### src/rtl/alu_pkg.sv
// Shared opcode constants, FSM encoding and command layout for the ALU op sequencer.
// Latency: none (declarations only).
// Backpressure: none (declarations only).
package alu_pkg;

  localparam logic [2:0] OP_IDLE = 3'b000;
  localparam logic [2:0] OP_AND  = 3'b001;
  localparam logic [2:0] OP_ADD  = 3'b010;
  localparam logic [2:0] OP_NOR  = 3'b011;

  localparam int HOLD_CYCLES_DEF = 5;

  typedef enum logic [1:0] {
    ST_IDLE  = 2'd0,
    ST_ISSUE = 2'd1,
    ST_RESP  = 2'd2
  } state_t;

  typedef struct packed {
    logic [3:0] a;
    logic [3:0] b;
    logic [2:0] op;
  } cmd_t;

  localparam int CMD_W = $bits(cmd_t);

  // OP_IDLE is reserved for the sequencer itself, so it is never legal in a command.
  function automatic logic op_legal(input logic [2:0] op);
    return (op == OP_AND) || (op == OP_ADD) || (op == OP_NOR);
  endfunction

endpackage

### src/rtl/alu_cmd_fifo.sv
// Command FIFO: DEPTH entries of WIDTH bits, head presented as first-word-fall-through.
// Latency: a written entry becomes visible at the head one cycle after the write edge.
// Backpressure: full blocks pushes (no pass-through); push and pop in one cycle both apply.
module alu_cmd_fifo #(
  parameter int DEPTH = 4,
  parameter int WIDTH = 11
) (
  input  logic             clk,
  input  logic             rst,
  input  logic             push,
  input  logic [WIDTH-1:0] push_dat,
  output logic             full,
  input  logic             pop,
  output logic [WIDTH-1:0] head_dat,
  output logic             head_vld,
  output logic             occupied
);

  localparam int AW = $clog2(DEPTH);

  logic [WIDTH-1:0] mem [DEPTH];
  logic [AW:0]      wr_ptr;
  logic [AW:0]      wr_vis;
  logic [AW:0]      rd_ptr;
  logic             do_push;
  logic             do_pop;

  assign full     = (wr_ptr[AW] != rd_ptr[AW]) && (wr_ptr[AW-1:0] == rd_ptr[AW-1:0]);
  assign occupied = (wr_ptr != rd_ptr);
  // The read side only sees entries whose write edge has already passed one cycle ago.
  assign head_vld = (wr_vis != rd_ptr);
  assign head_dat = mem[rd_ptr[AW-1:0]];
  assign do_push  = push && !full;
  assign do_pop   = pop && head_vld;

  // Storage array; contents are don't-care while the pointers say empty.
  always_ff @(posedge clk) begin
    if (do_push) mem[wr_ptr[AW-1:0]] <= push_dat;
  end

  // Pointer bookkeeping, including the delayed write pointer seen by the read side.
  always_ff @(posedge clk or negedge rst) begin
    if (!rst) begin
      wr_ptr <= '0;
      wr_vis <= '0;
      rd_ptr <= '0;
    end else begin
      wr_vis <= wr_ptr;
      if (do_push) wr_ptr <= wr_ptr + 1'b1;
      if (do_pop)  rd_ptr <= rd_ptr + 1'b1;
    end
  end

endmodule

### src/rtl/alu_op_sequencer.sv
// Queues ALU commands and holds each one on a bit-serial ALU for HOLD_CYCLES, then returns the result.
// Latency: command pushed at edge t into an idle, empty block gives res_valid from edge t+2+HOLD_CYCLES.
// Backpressure: cmd_ready drops when the FIFO is full; a result waits in RESP until res_ready.
module alu_op_sequencer
  import alu_pkg::*;
#(
  parameter int FIFO_DEPTH  = 4,
  parameter int HOLD_CYCLES = HOLD_CYCLES_DEF
) (
  input  logic       clk,
  input  logic       rst,
  input  logic       cmd_valid,
  output logic       cmd_ready,
  input  logic [3:0] cmd_a,
  input  logic [3:0] cmd_b,
  input  logic [2:0] cmd_op,
  output logic [3:0] alu_a,
  output logic [3:0] alu_b,
  output logic [2:0] alu_opcode,
  input  logic [4:0] alu_c,
  input  logic       alu_zf,
  input  logic       alu_cf,
  input  logic       alu_sf,
  output logic       res_valid,
  input  logic       res_ready,
  output logic [4:0] res_c,
  output logic       res_zf,
  output logic       res_cf,
  output logic       res_sf,
  output logic [2:0] res_op,
  output logic       err,
  output logic       busy
);

  localparam int CW = $clog2(HOLD_CYCLES) + 1;
  localparam logic [CW-1:0] LAST_CNT = CW'(HOLD_CYCLES - 1);

  state_t        state_q;
  state_t        state_d;
  logic [CW-1:0] cnt_q;
  logic [3:0]    opa_q;
  logic [3:0]    opb_q;
  logic [2:0]    op_q;

  cmd_t          push_cmd;
  cmd_t          head;
  logic          fifo_full;
  logic          head_vld;
  logic          occupied;
  logic          fifo_pop;
  logic          load;
  logic          capture;
  logic          err_d;

  assign push_cmd = {cmd_a, cmd_b, cmd_op};

  alu_cmd_fifo #(
    .DEPTH (FIFO_DEPTH),
    .WIDTH (CMD_W)
  ) u_fifo (
    .clk      (clk),
    .rst      (rst),
    .push     (cmd_valid),
    .push_dat (push_cmd),
    .full     (fifo_full),
    .pop      (fifo_pop),
    .head_dat (head),
    .head_vld (head_vld),
    .occupied (occupied)
  );

  assign cmd_ready  = !fifo_full;
  assign alu_a      = opa_q;
  assign alu_b      = opb_q;
  // The ALU only sees a live opcode while operands are being held.
  assign alu_opcode = (state_q == ST_ISSUE) ? op_q : OP_IDLE;
  assign res_valid  = (state_q == ST_RESP);
  assign err        = err_d;
  assign busy       = (state_q != ST_IDLE) || occupied;

  // Next-state and control strobes; illegal opcodes are dropped with a one-cycle err.
  always_comb begin
    state_d  = state_q;
    fifo_pop = 1'b0;
    load     = 1'b0;
    capture  = 1'b0;
    err_d    = 1'b0;
    case (state_q)
      ST_IDLE: begin
        if (head_vld) begin
          fifo_pop = 1'b1;
          if (op_legal(head.op)) begin
            load    = 1'b1;
            state_d = ST_ISSUE;
          end else begin
            err_d = 1'b1;
          end
        end
      end
      ST_ISSUE: begin
        if (cnt_q == LAST_CNT) begin
          capture = 1'b1;
          state_d = ST_RESP;
        end
      end
      ST_RESP: begin
        if (res_ready) state_d = ST_IDLE;
      end
      default: state_d = ST_IDLE;
    endcase
  end

  // FSM state register.
  always_ff @(posedge clk or negedge rst) begin
    if (!rst) state_q <= ST_IDLE;
    else      state_q <= state_d;
  end

  // Hold counter: cleared on load, advances every ISSUE cycle.
  always_ff @(posedge clk or negedge rst) begin
    if (!rst)                    cnt_q <= '0;
    else if (load)               cnt_q <= '0;
    else if (state_q == ST_ISSUE) cnt_q <= cnt_q + 1'b1;
  end

  // Operand registers; they keep their value after the operation finishes.
  always_ff @(posedge clk or negedge rst) begin
    if (!rst) begin
      opa_q <= '0;
      opb_q <= '0;
      op_q  <= OP_IDLE;
    end else if (load) begin
      opa_q <= head.a;
      opb_q <= head.b;
      op_q  <= head.op;
    end
  end

  // Result registers, sampled from the ALU on the last hold cycle.
  always_ff @(posedge clk or negedge rst) begin
    if (!rst) begin
      res_c  <= '0;
      res_zf <= 1'b0;
      res_cf <= 1'b0;
      res_sf <= 1'b0;
      res_op <= OP_IDLE;
    end else if (capture) begin
      res_c  <= alu_c;
      res_zf <= alu_zf;
      res_cf <= alu_cf;
      res_sf <= alu_sf;
      res_op <= op_q;
    end
  end

endmodule
### config.mk
export PLATFORM = sky130hd
export DESIGN_NAME = alu_op_sequencer
export DESIGN_NICKNAME = d
export VERILOG_FILES = /design/src/rtl/alu_pkg.sv /design/src/rtl/alu_cmd_fifo.sv /design/src/rtl/alu_op_sequencer.sv
export SDC_FILE = /design/constraint.sdc
export NUM_CORES = 1
export LEC_CHECK = 0
export ABC_AREA = 0
export CAP_MARGIN = 30
export CORE_UTILIZATION = 53
export CTS_CLUSTER_DIAMETER = 200
export DETAILED_ROUTE_END_ITERATION = 8
export HOLD_SLACK_MARGIN = 0.02
export PLACE_DENSITY = 0.79
export SYNTH_ARGS = -nofsm -noshare
export SYNTH_HDL_FRONTEND = slang
export SYNTH_SLANG_ARGS = --single-unit
### constraint.sdc
create_clock -name clk -period 2.4 [get_ports clk]
set_input_delay 0.36 -clock clk [delete_from_list [all_inputs] [get_ports clk]]
set_output_delay 0.36 -clock clk [all_outputs]
set_load 0.005 [all_outputs]
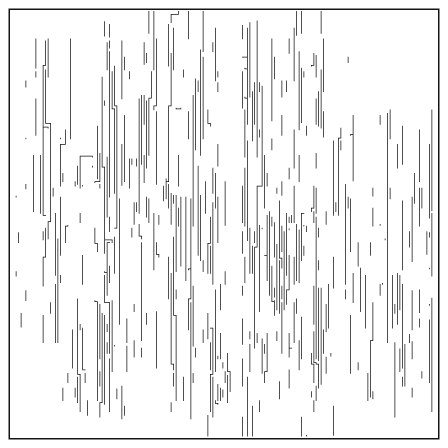
(met2 routing)
share of all routed wire: 49%
wire length on this layer: 2680 um
longest straight run: 42.8 um
nets with wire on the layer: 245
met2 Usage GRT: 30.8%
WL final: 5440 um

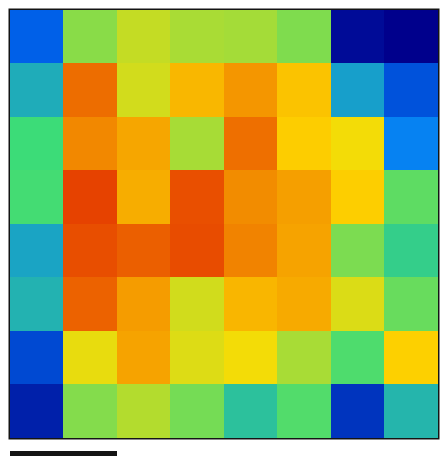
(cell area per tile)
Scale bar: 20 um. The die is cut into 8 by 8 equal tiles; dark blue is low, red is high, 0 to 100% covered.
nearly empty tiles: 1.6%
fullest tile: 93%
emptiest ninth of the die: upper right
tiles over 75% full: 39%
initial standard-cell utilization of the core: 54.8%
utilization after layout: 69.0%
core box area: 0.00589 sq mm

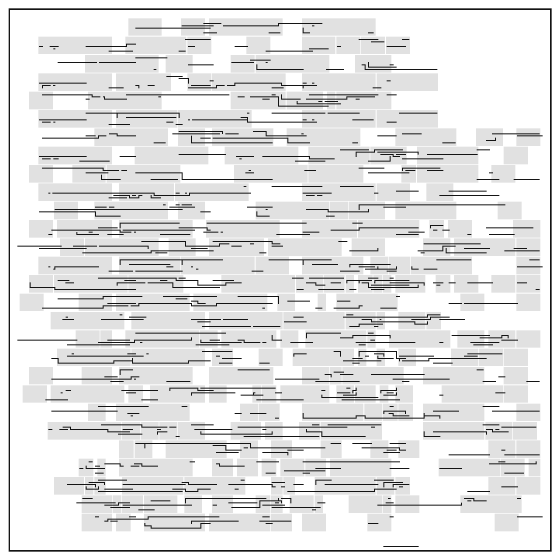
(metal 1)
Cells faint in the background.
wire length on this layer: 2280 um
longest straight run: 21.6 um
share of all routed wire: 42%
nets with wire on the layer: 238
met1 GRT Util: 24.2%
total via count in the routed design: 1717

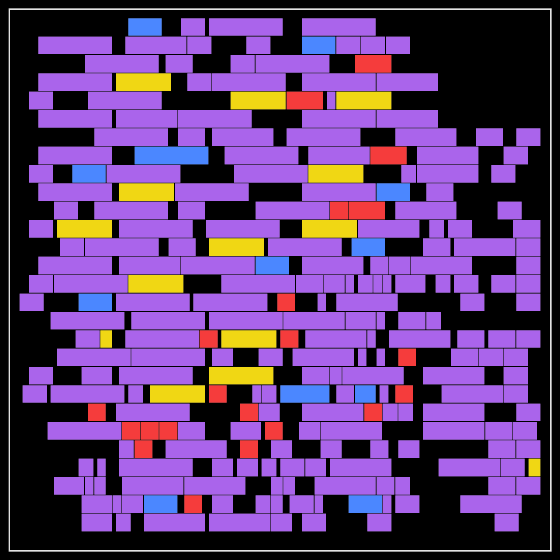
(drive-strength map)
| color | size | cells | share | most used |
|---|---|---|---|---|
| yellow | drive 2 | 14 | 5.5% | mux4_2 |
| purple | drive 1 or less | 206 | 81% | clkdlybuf4s50_1 |
| red | drive 3 to 4 | 21 | 8.3% | buf_4 |
| blue | drive 6 and up | 12 | 4.7% | clkbuf_8 |
cell area after layout: 0.00406 sq mm
area growth from synthesis to layout: 25.9%
minimum setup slack in the final design: 0.131 ns

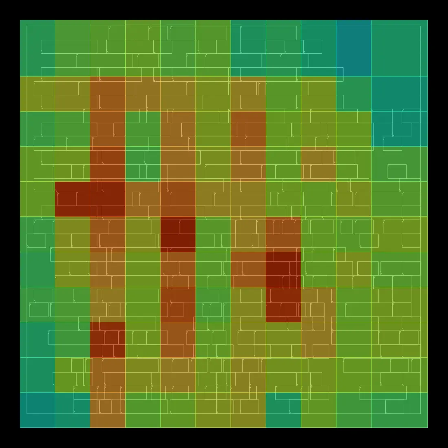
(routing congestion)
per-cell routed wire length: 16.6 um
total routing resource utilization after global routing: 19.7%
global routing met3 resource utilization: 7.77%
global route hottest layer: met2

-- worst max-delay path: stages (launching register included) --
cell and delay (ns):
sky130_fd_sc_hd__dfrtp_1 0.49, sky130_fd_sc_hd__buf_4 0.21, sky130_fd_sc_hd__mux4_2 0.30, sky130_fd_sc_hd__o21ba_1 0.25, sky130_fd_sc_hd__nor2b_1 0.05, sky130_fd_sc_hd__dlygate4sd2_1 0.25
-- routing by layer --
metal | vias to the layer above | track usage (%) | wire, um
met5 | - | 0 | 0
met2 | 62 | 30.8 | 2680
met3 | 11 | 7.77 | 349
met4 | 0 | 8.75 | 131
li1 | 800 | - | -
met1 | 844 | 24.2 | 2280
==> qor.rpt <==
================================================================
Run status                                          finished, final reports clean
Worst Setup Start Kind                                  register
Count of hold buffers inserted by post-cts repair              0
Die boundary height                                      80.0 um
Clock network power                                       971 uW
Required time of the worst setup path                    2.04 ns
Placement Cell Area                                 0.00386 sq mm
Boundary pin count                                            49
Number of logic inverters in the finished layout               6
Buffer depth of the longest clock path                         2
Part of the power in the clock network                     18.7%
Ao+oa area frac                                            1.78%
Final clock skew                                      0.00637 ns
Final antenna-violating net count                              0
Area of the mapped netlist                          0.00323 sq mm
Worst reg2reg endpoint                              alu_b[1]$_DFFE_PN0P_
Cell Count, Final, Fillers Out                               328
Number of post-CTS setup repair buffers                        1
Part of the power in registers                             42.9%
Worst IR drop on VDD                                    0.676 mV
Type of the tightest min-delay check                 in -> async
Clock buffer instance count of the final layout                9
Post-synthesis async set-or-reset flop share               45.7%
Drt first-iter violations                                    123
Reg2reg start                                       u_fifo.rd_ptr[1]$_DFFE_PN0P_
Number of multi-input logic gates                             87
Most numerous logic cells after layout              sky130_fd_sc_hd__clkdlybuf4s50_1 (46), sky130_fd_sc_hd__edfxtp_1 (44), sky130_fd_sc_hd__dfrtp_1 (36)
Fin nets                                                     278
Global-route wire length before repair                   8720 um
Register fraction of the total cell area                   55.3%
Final tally of setup violations                                0
Area enclosed by the die boundary                   0.00641 sq mm
Number of flip-flops and latches                              81
Area used by sequential logic in the layout         0.00225 sq mm
Maximum frequency from static timing analysis          0.441 GHz
================================================================
Power figures rest on the tool's default switching activity, not on a simulated workload.
